`config.mk`:
```
export PLATFORM = sky130hd
export DESIGN_NAME = cpu_ctrl_param
export DESIGN_NICKNAME = d
export VERILOG_FILES = /design/src/rtl/cpu_pkg.sv /design/src/rtl/cpu_ctrl_param_mem_wait_timer.sv /design/src/rtl/cpu_ctrl_param.sv
export SDC_FILE = /design/constraint.sdc
export NUM_CORES = 1
export LEC_CHECK = 0
export CORE_MARGIN = 3
export CORE_UTILIZATION = 48
export CTS_BUF_LIST = sky130_fd_sc_hd__clkbuf_4 sky130_fd_sc_hd__clkbuf_8 sky130_fd_sc_hd__clkbuf_16
export CTS_CLUSTER_SIZE = 24
export DETAILED_ROUTE_END_ITERATION = 7
export GPL_ROUTABILITY_DRIVEN = 0
export HOLD_SLACK_MARGIN = 0.03
export PLACE_DENSITY = 0.85
export SYNTH_ARGS = -nofsm -noshare
export SYNTH_HDL_FRONTEND = slang
export SYNTH_HIERARCHICAL = 1
export SYNTH_SLANG_ARGS = --single-unit
```
`constraint.sdc`:
```
create_clock -name clk -period 5.2 [get_ports clk]
set_clock_uncertainty 0.2 [all_clocks]
set_input_delay 1.04 -clock clk [delete_from_list [all_inputs] [get_ports clk]]
set_output_delay 1.04 -clock clk [all_outputs]
set_load 0.01 [all_outputs]
```
`src/rtl/cpu_pkg.sv`:
```
// Shared encodings for the parameterised CPU controller: FSM states, instruction
// formats, bus-source selects and branch condition codes.
package cpu_pkg;

  localparam logic [2:0] S_IDLE = 3'd0;
  localparam logic [2:0] S_LOAD = 3'd1;
  localparam logic [2:0] S_EXEC = 3'd2;
  localparam logic [2:0] S_MEM  = 3'd3;
  localparam logic [2:0] S_WB   = 3'd4;

  localparam logic [1:0] FMT_R  = 2'b00;
  localparam logic [1:0] FMT_I  = 2'b01;
  localparam logic [1:0] FMT_BR = 2'b10;
  localparam logic [1:0] FMT_LS = 2'b11;

  localparam logic [3:0] MUX_IMM  = 4'd8;
  localparam logic [3:0] MUX_NONE = 4'd9;
  localparam logic [3:0] MUX_MEM  = 4'd10;

  localparam logic [1:0] COND_AL = 2'b00;
  localparam logic [1:0] COND_Z  = 2'b01;
  localparam logic [1:0] COND_GT = 2'b10;
  localparam logic [1:0] COND_LT = 2'b11;

  function automatic logic [7:0] reg_onehot(input logic [2:0] idx);
    logic [7:0] oh;
    oh = '0;
    oh[idx] = 1'b1;
    return oh;
  endfunction

endpackage

```
`src/rtl/cpu_ctrl_param_mem_wait_timer.sv`:
```
// Counts cycles spent waiting for memory; expired is high during the
// MEM_TIMEOUT-th consecutive enabled cycle.
module mem_wait_timer #(
  parameter int unsigned MEM_TIMEOUT = 15
) (
  input  logic clk,
  input  logic reset,
  input  logic clear,
  input  logic enable,
  output logic expired
);

  logic [7:0] count;

  assign expired = enable && (count == 8'(MEM_TIMEOUT - 1));

  always_ff @(posedge clk) begin
    if (reset || clear) begin
      count <= '0;
    end else if (enable && !expired) begin
      count <= count + 8'd1;
    end
  end

endmodule

```
`src/rtl/cpu_ctrl_param.sv`:
```
// Multi-cycle control FSM: captures an instruction on run and sequences
// register, ALU, branch and memory enables as Moore decodes.
module cpu_ctrl_param
  import cpu_pkg::*;
#(
  parameter int unsigned DATA_W      = 16,
  parameter int unsigned MEM_TIMEOUT = 15
) (
  input  logic              clk,
  input  logic              reset,
  input  logic              run,
  input  logic [15:0]       d_inst,
  input  logic              flag_z,
  input  logic              flag_gt,
  input  logic              flag_lt,
  input  logic              mem_ready,
  output logic              en_inst,
  output logic              en_s,
  output logic              en_c,
  output logic [7:0]        en,
  output logic [3:0]        mux_sel,
  output logic [2:0]        sel,
  output logic [DATA_W-1:0] im_d,
  output logic              mem_req,
  output logic              mem_we,
  output logic              pc_load,
  output logic              done,
  output logic              busy,
  output logic              err
);

  logic [2:0]  state;
  logic [2:0]  state_nxt;
  logic [15:0] ir;
  logic        timed_out;
  logic        mem_expired;
  logic        cond_true;

  logic [2:0] rx;
  logic [2:0] ry;
  logic [7:0] imm8;
  logic [2:0] op;
  logic [1:0] cond;
  logic [1:0] fmt;
  logic       is_store;

  assign rx       = ir[15:13];
  assign ry       = ir[12:10];
  assign imm8     = ir[12:5];
  assign op       = ir[4:2];
  assign cond     = ir[3:2];
  assign fmt      = ir[1:0];
  assign is_store = ir[2];

  mem_wait_timer #(
    .MEM_TIMEOUT(MEM_TIMEOUT)
  ) u_mem_wait_timer (
    .clk    (clk),
    .reset  (reset),
    .clear  (state != S_MEM),
    .enable (state == S_MEM),
    .expired(mem_expired)
  );

  always_comb begin
    state_nxt = state;
    case (state)
      S_IDLE:  if (run) state_nxt = S_LOAD;
      S_LOAD:  state_nxt = S_EXEC;
      S_EXEC:  state_nxt = (fmt == FMT_LS) ? S_MEM : S_WB;
      S_MEM:   if (mem_ready || mem_expired) state_nxt = S_WB;
      S_WB:    state_nxt = S_IDLE;
      default: state_nxt = S_IDLE;
    endcase
  end

  // timed_out is refreshed every MEM cycle so its last value rides into WB;
  // a ready on the expiry cycle wins over the timeout.
  always_ff @(posedge clk) begin
    if (reset) begin
      state     <= S_IDLE;
      ir        <= '0;
      timed_out <= 1'b0;
    end else begin
      state <= state_nxt;
      if (state == S_IDLE) begin
        timed_out <= 1'b0;
        if (run) ir <= d_inst;
      end else if (state == S_MEM) begin
        timed_out <= mem_expired && !mem_ready;
      end
    end
  end

  always_comb begin
    case (cond)
      COND_AL: cond_true = 1'b1;
      COND_Z:  cond_true = flag_z;
      COND_GT: cond_true = flag_gt;
      COND_LT: cond_true = flag_lt;
      default: cond_true = 1'b0;
    endcase
  end

  always_comb begin
    en_inst = 1'b0;
    en_s    = 1'b0;
    en_c    = 1'b0;
    en      = '0;
    mux_sel = MUX_NONE;
    sel     = '0;
    im_d    = '0;
    mem_req = 1'b0;
    mem_we  = 1'b0;
    pc_load = 1'b0;
    done    = 1'b0;
    busy    = 1'b0;
    err     = 1'b0;
    case (state)
      S_IDLE: en_inst = 1'b1;
      S_LOAD: begin
        busy = 1'b1;
        if (fmt != FMT_BR) begin
          en_s    = 1'b1;
          mux_sel = {1'b0, rx};
        end
      end
      S_EXEC: begin
        busy = 1'b1;
        case (fmt)
          FMT_R: begin
            mux_sel = {1'b0, ry};
            sel     = op;
            en_c    = 1'b1;
          end
          FMT_I: begin
            mux_sel = MUX_IMM;
            im_d    = DATA_W'(imm8);
            sel     = op;
            en_c    = 1'b1;
          end
          FMT_BR: begin
            pc_load = cond_true;
            im_d    = DATA_W'(ir[15:4]);
          end
          default: begin
            mux_sel = {1'b0, ry};
            mem_req = 1'b1;
          end
        endcase
      end
      S_MEM: begin
        busy    = 1'b1;
        mem_req = 1'b1;
        mem_we  = is_store;
        mux_sel = is_store ? {1'b0, rx} : {1'b0, ry};
      end
      S_WB: begin
        busy = 1'b1;
        done = 1'b1;
        err  = timed_out;
        if (fmt == FMT_R || fmt == FMT_I) begin
          en = reg_onehot(rx);
        end else if (fmt == FMT_LS && !is_store && !timed_out) begin
          en      = reg_onehot(rx);
          mux_sel = MUX_MEM;
        end
      end
      default: ;
    endcase
  end

endmodule

```
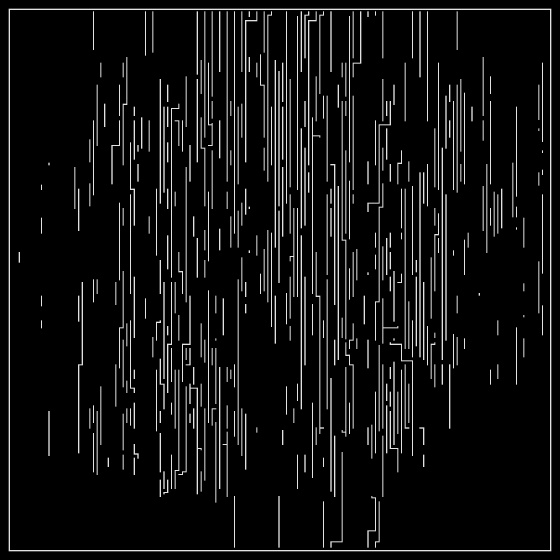
Figure 1: met2 routing.
share of all routed wire	51%
main direction	vertical

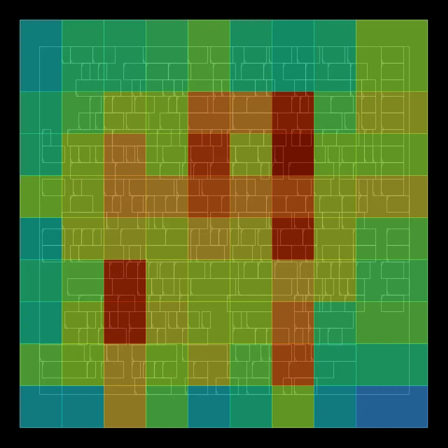
Figure 2: routing congestion map.
GRT busiest layer: met2
GRT Util Overall: 20.5%
grt met3 use: 2.53%

==> reports/metrics.cfg <==
[outcome]
outcome=completed

[clock_network]
holdBufCountCts=0
cts.htree.levels=1
cts_setup_buffers=0

[routing]
first_pass_iters=4
drc=0
detail_route.iter0.violations=101

[final_timing]
fmax_ghz=0.252
setup_violations=0
worst_pin_slew_ns=0.854

[die]
die_h_um=66.9
pin_count=63

[global_route]
gr-total-overflow=0
grt_start_max_net_pins=23
grt_pass1_wl_um=7130
grt_pass1_vias=1624

[power]
clock_net_power_mw=0.134
combPwrFrac_pct=18.5
switchingPower_mw=0.122

[critical_path]
ff2ff_setup_slack_ns=2.86
setup.worst_path.end=im_d[11]
arrival_ns=2.73

[worst_hold_path]
hold_end=ir[9]

[synthesis]
simple_gate_share_pct=36.1

==> metal layers <==
layer | up-vias | share of wire, % | routed length [um]
met3 | 7 | 3.3 | 150
met4 | 0 | 1.6 | 73
met1 | 842 | 45 | 2050
li1 | 900 | - | -
met5 | - | 0 | 0
met2 | 45 | 51 | 2320
==> area by class of cell <==
class	count	area, um2	share of cell area [%]
inverter	6	22.5	0.942
multi-input combinational	183	1110	46.6
tap	46	57.6	2.41
clock buffer	4	55.1	2.30
sequential	28	561	23.4
timing repair buffer	58	581	24.3
==> state kept, by name (all words and copies together), names as in the netlist <==
signal                  cells
ir                         16
u_mem_wait_timer/count      8
state                       3
timed_out                   1
